==> src/rtl/regfile_pkg.sv <==
// Shared definitions for the register-file sequencer: default bus widths,
// operation codes and FSM state encodings.
package regfile_pkg;

  localparam int unsigned DW_DEF = 8;
  localparam int unsigned AW_DEF = 3;

  typedef logic [2:0] op_t;

  localparam op_t OP_ADD  = 3'd0;
  localparam op_t OP_SUB  = 3'd1;
  localparam op_t OP_AND  = 3'd2;
  localparam op_t OP_OR   = 3'd3;
  localparam op_t OP_XOR  = 3'd4;
  localparam op_t OP_ADDI = 3'd5;
  localparam op_t OP_MOVI = 3'd6;
  localparam op_t OP_NOP  = 3'd7;

  typedef enum logic [1:0] {
    S_IDLE  = 2'd0,
    S_READ  = 2'd1,
    S_EXEC  = 2'd2,
    S_WRITE = 2'd3
  } state_e;

endpackage

==> src/rtl/rf_alu.sv <==
// Combinational ALU for the register-file sequencer.
// Ports:
//   a_i, b_i     operands captured from the register file read buses
//   imm_i        immediate operand
//   op_i         operation code
//   res_o        DW-bit wrap-around result
//   carry_o      carry (ADD/ADDI) or borrow (SUB) out of the DW-bit result
//   carry_we_o   high when the op defines a new carry value
module rf_alu
  import regfile_pkg::*;
#(
  parameter int unsigned DW = DW_DEF
) (
  input  logic [DW-1:0] a_i,
  input  logic [DW-1:0] b_i,
  input  logic [DW-1:0] imm_i,
  input  op_t           op_i,
  output logic [DW-1:0] res_o,
  output logic          carry_o,
  output logic          carry_we_o
);

  // One extra bit so that bit DW is the carry, or the borrow for SUB.
  logic [DW:0] sum;

  always_comb begin
    sum        = '0;
    carry_we_o = 1'b0;
    case (op_i)
      OP_ADD: begin
        sum        = {1'b0, a_i} + {1'b0, b_i};
        carry_we_o = 1'b1;
      end
      OP_SUB: begin
        sum        = {1'b0, a_i} - {1'b0, b_i};
        carry_we_o = 1'b1;
      end
      OP_AND:  sum = {1'b0, a_i & b_i};
      OP_OR:   sum = {1'b0, a_i | b_i};
      OP_XOR:  sum = {1'b0, a_i ^ b_i};
      OP_ADDI: begin
        sum        = {1'b0, a_i} + {1'b0, imm_i};
        carry_we_o = 1'b1;
      end
      OP_MOVI: sum = {1'b0, imm_i};
      default: sum = '0;
    endcase
    res_o   = sum[DW-1:0];
    carry_o = sum[DW];
  end

endmodule

==> src/rtl/regfile_sequencer.sv <==
// Initiator-side master for an 8x8 register file. Accepts one command over
// valid/ready, reads two registers, runs the ALU, writes the result back.
// Ports:
//   Clk, Rst           clock, synchronous active-high reset
//   cmd_*              command handshake and fields (sampled at handshake only)
//   RX, RY, busX, busY register file read ports
//   WEN, RW, busW      register file write port
//   done               one-cycle pulse when a command retires
//   result, carry      last computed result and carry/borrow flag
module regfile_sequencer
  import regfile_pkg::*;
#(
  parameter int unsigned DW = DW_DEF,
  parameter int unsigned AW = AW_DEF
) (
  input  logic          Clk,
  input  logic          Rst,
  input  logic          cmd_valid,
  output logic          cmd_ready,
  input  logic [2:0]    cmd_op,
  input  logic [AW-1:0] cmd_rd,
  input  logic [AW-1:0] cmd_rs,
  input  logic [AW-1:0] cmd_rt,
  input  logic [DW-1:0] cmd_imm,
  output logic [AW-1:0] RX,
  output logic [AW-1:0] RY,
  input  logic [DW-1:0] busX,
  input  logic [DW-1:0] busY,
  output logic          WEN,
  output logic [AW-1:0] RW,
  output logic [DW-1:0] busW,
  output logic          done,
  output logic [DW-1:0] result,
  output logic          carry
);

  state_e        state_q, state_d;
  op_t           op_q, op_d;
  logic [AW-1:0] rd_q, rd_d;
  logic [DW-1:0] imm_q, imm_d;
  logic [DW-1:0] a_q, a_d, b_q, b_d;
  logic [AW-1:0] rx_q, rx_d, ry_q, ry_d, rw_q, rw_d;
  logic [DW-1:0] busw_q, busw_d, result_q, result_d;
  logic          wen_q, wen_d, done_q, done_d, carry_q, carry_d;

  logic [DW-1:0] alu_res;
  logic          alu_carry, alu_carry_we;

  rf_alu #(
    .DW (DW)
  ) u_alu (
    .a_i        (a_q),
    .b_i        (b_q),
    .imm_i      (imm_q),
    .op_i       (op_q),
    .res_o      (alu_res),
    .carry_o    (alu_carry),
    .carry_we_o (alu_carry_we)
  );

  assign cmd_ready = (state_q == S_IDLE) && !Rst;

  always_comb begin
    state_d  = state_q;
    op_d     = op_q;
    rd_d     = rd_q;
    imm_d    = imm_q;
    a_d      = a_q;
    b_d      = b_q;
    rx_d     = rx_q;
    ry_d     = ry_q;
    rw_d     = rw_q;
    busw_d   = busw_q;
    result_d = result_q;
    carry_d  = carry_q;
    wen_d    = 1'b0;
    done_d   = 1'b0;
    unique case (state_q)
      S_IDLE: begin
        if (cmd_valid && cmd_ready) begin
          op_d    = cmd_op;
          rd_d    = cmd_rd;
          imm_d   = cmd_imm;
          rx_d    = cmd_rs;
          ry_d    = cmd_rt;
          state_d = S_READ;
        end
      end
      S_READ: begin
        a_d     = busX;
        b_d     = busY;
        state_d = S_EXEC;
      end
      S_EXEC: begin
        // NOP retires without touching result/carry; its busW mirrors the held result.
        if (op_q != OP_NOP) begin
          result_d = alu_res;
          busw_d   = alu_res;
          if (alu_carry_we) begin
            carry_d = alu_carry;
          end
        end else begin
          busw_d = result_q;
        end
        wen_d   = (op_q != OP_NOP) && (rd_q != '0);
        rw_d    = rd_q;
        done_d  = 1'b1;
        state_d = S_WRITE;
      end
      S_WRITE: begin
        state_d = S_IDLE;
      end
      default: state_d = S_IDLE;
    endcase
  end

  always_ff @(posedge Clk) begin
    if (Rst) begin
      state_q  <= S_IDLE;
      op_q     <= OP_ADD;
      rd_q     <= '0;
      imm_q    <= '0;
      a_q      <= '0;
      b_q      <= '0;
      rx_q     <= '0;
      ry_q     <= '0;
      rw_q     <= '0;
      busw_q   <= '0;
      result_q <= '0;
      carry_q  <= 1'b0;
      wen_q    <= 1'b0;
      done_q   <= 1'b0;
    end else begin
      state_q  <= state_d;
      op_q     <= op_d;
      rd_q     <= rd_d;
      imm_q    <= imm_d;
      a_q      <= a_d;
      b_q      <= b_d;
      rx_q     <= rx_d;
      ry_q     <= ry_d;
      rw_q     <= rw_d;
      busw_q   <= busw_d;
      result_q <= result_d;
      carry_q  <= carry_d;
      wen_q    <= wen_d;
      done_q   <= done_d;
    end
  end

  assign RX     = rx_q;
  assign RY     = ry_q;
  assign RW     = rw_q;
  assign busW   = busw_q;
  assign WEN    = wen_q;
  assign done   = done_q;
  assign result = result_q;
  assign carry  = carry_q;

endmodule

==> config.mk <==
export PLATFORM = sky130hd
export DESIGN_NAME = regfile_sequencer
export DESIGN_NICKNAME = d
export VERILOG_FILES = /design/src/rtl/regfile_pkg.sv /design/src/rtl/rf_alu.sv /design/src/rtl/regfile_sequencer.sv
export SDC_FILE = /design/constraint.sdc
export NUM_CORES = 1
export LEC_CHECK = 0
export CAP_MARGIN = 20
export CORE_MARGIN = 2
export CORE_UTILIZATION = 53
export DETAILED_ROUTE_END_ITERATION = 8
export PLACE_DENSITY = 0.84
export SYNTH_ARGS = -nofsm -noshare
export SYNTH_HDL_FRONTEND = slang
export SYNTH_HIERARCHICAL = 1
export SYNTH_SLANG_ARGS = --single-unit
==> constraint.sdc <==
create_clock -name Clk -period 8.8 [get_ports Clk]
set_input_delay 1.32 -clock Clk [delete_from_list [all_inputs] [get_ports Clk]]
set_output_delay 1.32 -clock Clk [all_outputs]
set_load 0.02 [all_outputs]
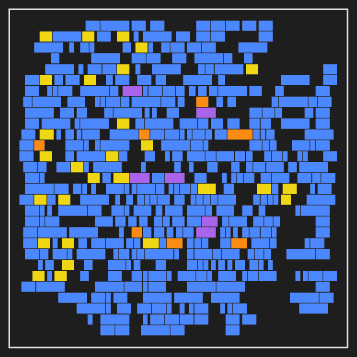
(images/sizing.png)
Drawn at 4 px/um.
x2 -> yellow  # cells 28, share 6.3%, most used o21ai_2
x1 and smaller -> blue  # cells 400, share 91%, most used clkdlybuf4s50_1
x6 and larger -> purple  # cells 6, share 1.4%, most used clkbuf_8
x3 and x4 -> orange  # cells 7, share 1.6%, most used buf_4
Area growth, synth to finish: 19.21%
fin area: 4060 um2
Non-CTS buffers: 69
post-route setup slack: 5.006 ns

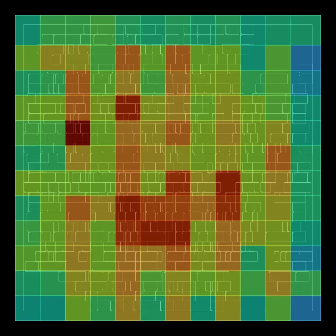
(images/congestion_map.png)
fin util: 64.68%
met2 Usage GRT: 35.43%

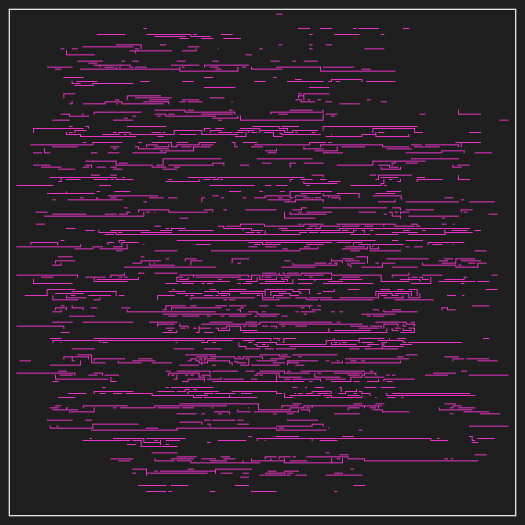
(images/m1.png)
Drawn at 6 px/um.
wire length on this layer = 3400 um
longest straight run = 33.1 um
main direction = horizontal
nets with wire on the layer = 457
share of all routed wire = 45%
Total Wirelength: 7.498 mm
met1 GRT Util: 28.78%
DR vias: 2932

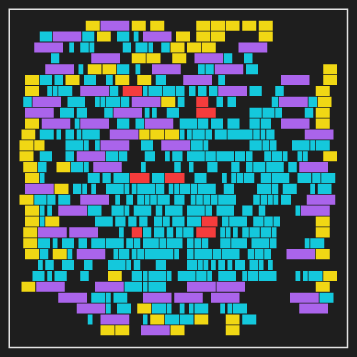
(images/class_map.png)
Drawn at 4 px/um.
remaining logic cells -> cyan  # cells 312
registers -> purple  # cells 52
clock drivers and dummy loads -> red  # cells 8
remaining buffers and delay cells -> yellow  # cells 69
Core Area: 6277 um2
fraction of area in registers: 25.64%
row count: 29

==> impl_metrics.py <==
# Metrics from the implementation run
metrics = {
    "power": {
        "power_clock_mw": 0.146,
        "p_sw_share_pct": 42.53,
        "power-top-group": "combinational logic",
        "powerDensity_nw_per_um2": 251.2,
        "p_comb_mw": 0.521,
    },
    "outcome": {
        "status": "finished, final reports clean",
    },
    "synthesis": {
        "synthArstFlopShare_pct": 0,
        "ff_type": "dfxtp_1",
        "topCellsByArea": "dfxtp_1 (31%), ha_1 (11%), mux2i_1 (6.8%)",
        "yosysMostFrequentCell": "dfxtp_1",
        "ys_seq_share_pct": 30.57,
        "yosys-top-cells-count": "dfxtp_1 (52), nor2_1 (35), nand2b_1 (32)",
        "yosysTopAreaCellShare_pct": 30.57,
        "netlist_instances": 398,
    },
    "drt": {
        "route.met2.wl_mm": 3.581,
        "drcViolationCount": 0,
        "ant_nets": 0,
        "viasPerCell": 5.660,
    },
    "placement": {
        "globalplace.congestion": 0.9667,
        "place_ws_ns": 4.990,
        "place_hpwl_mm": 5.435,
    },
    "sta": {
        "tightest_slew_ns": 0.9427,
        "rsz0062_at_grt": "no",
        "fin_crit_sh_pct": 43.11,
        "finalHoldViolations": 0,
        "slew_viol_final": 0,
        "setup_viol": 0,
    },
    "clock_tree": {
        "cts.htree.levels": 2,
        "cts-buffers-inserted": 5,
        "tritoncts": "yes",
        "root_buffer": "clkbuf_8",
        "clockBufferDepth": 2,
        "post-cts-setup-buffers": 0,
    },
    "grt": {
        "first_global_vias": 2695,
        "grt_max_degree": 63,
        "grt_overflow_total": 0,
    },
    "critical_path": {
        "critPathLaunchType": "primary input",
        "worstPathArrival_ns": 2.47,
        "r2r_setup_slack_ns": 5.04,
    },
    "floorplanning": {
        "die_y_um": 84.16,
        "initCoreUtil_pct": 54.26,
        "die_area_um2": 7083,
    },
    "flow_run": {
        "max_cap_viol_count": 0,
        "warning_count": 37,
    },
    "min_path": {
        "hp-class": "reg2reg",
        "holdPathStages": 2,
    },
    "layout": {
        "drive_gt1_share_pct": 9.297,
    },
}
-- state kept, by name (all words and copies together), names as in the netlist, 2 cells and up --
name     count
state_q      2
a_q          8
rd_q         3
result       8
op_q         3
RX           3
RY           3
imm_q        8
b_q          8
RW           3
-- cell families (layout without fill, tap and decap cells) --
kind of cell	Yosys count	in the layout	share of synthesized area [%]
AOI/OAI and AO/OA	95	95	19.03
and+or+nand+nor	136	136	21.42
DFF	52	52	30.57
adders and majority gates	30	30	11.24
xor gates and xnor gates	6	6	1.543
muxes	25	25	7.421
buffers and inverters	54	97	8.780
-- worst max-delay path, stage by stage --
cell	delay, ns
clkdlybuf4s50_1	0.42
nor2b_1	0.12
clkdlybuf4s50_1	0.61
-- worst max path at each step --
stage / cells past startpoint / from / slack (ns) / endpoint
floorplan: 3 / Rst / 5.57 / cmd_ready
global placement: 3 / Rst / 5.02 / cmd_ready
detailed placement: 3 / Rst / 4.99 / cmd_ready
CTS: 3 / Rst / 4.99 / cmd_ready
global route: 12 / op_q[0]$_SDFFE_PP0P_ / 4.83 / carry$_SDFFE_PP0P_
finish: 3 / Rst / 5.01 / cmd_ready
-- final cells by class --
class	instances	area, um2
sequential	52	1041
multi-input combinational	292	2066
clock inverter	3	27.53
clock buffer	5	68.82
fill	527	2217
inverter	20	75.07
timing repair buffer	69	685.7
tap	77	96.34
-- cell usage in the layout, fill, tap and decap left out, types with 4 or more instances in the layout --
master	count
clkdlybuf4s50_1	67
dfxtp_1	52
nor2_1	35
nand2b_1	32
nand2_1	31
ha_1	29
mux2i_1	23
o21ai_2	21
inv_1	20
a21oi_1	18
o21ai_0	13
a211oi_1	8
nand4b_1	8
a22oi_1	8
o21ai_1	7
nor3_1	7
clkbuf_8	5
nor2b_1	4
nand3_1	4
Power is estimated from default activity; no workload was simulated.
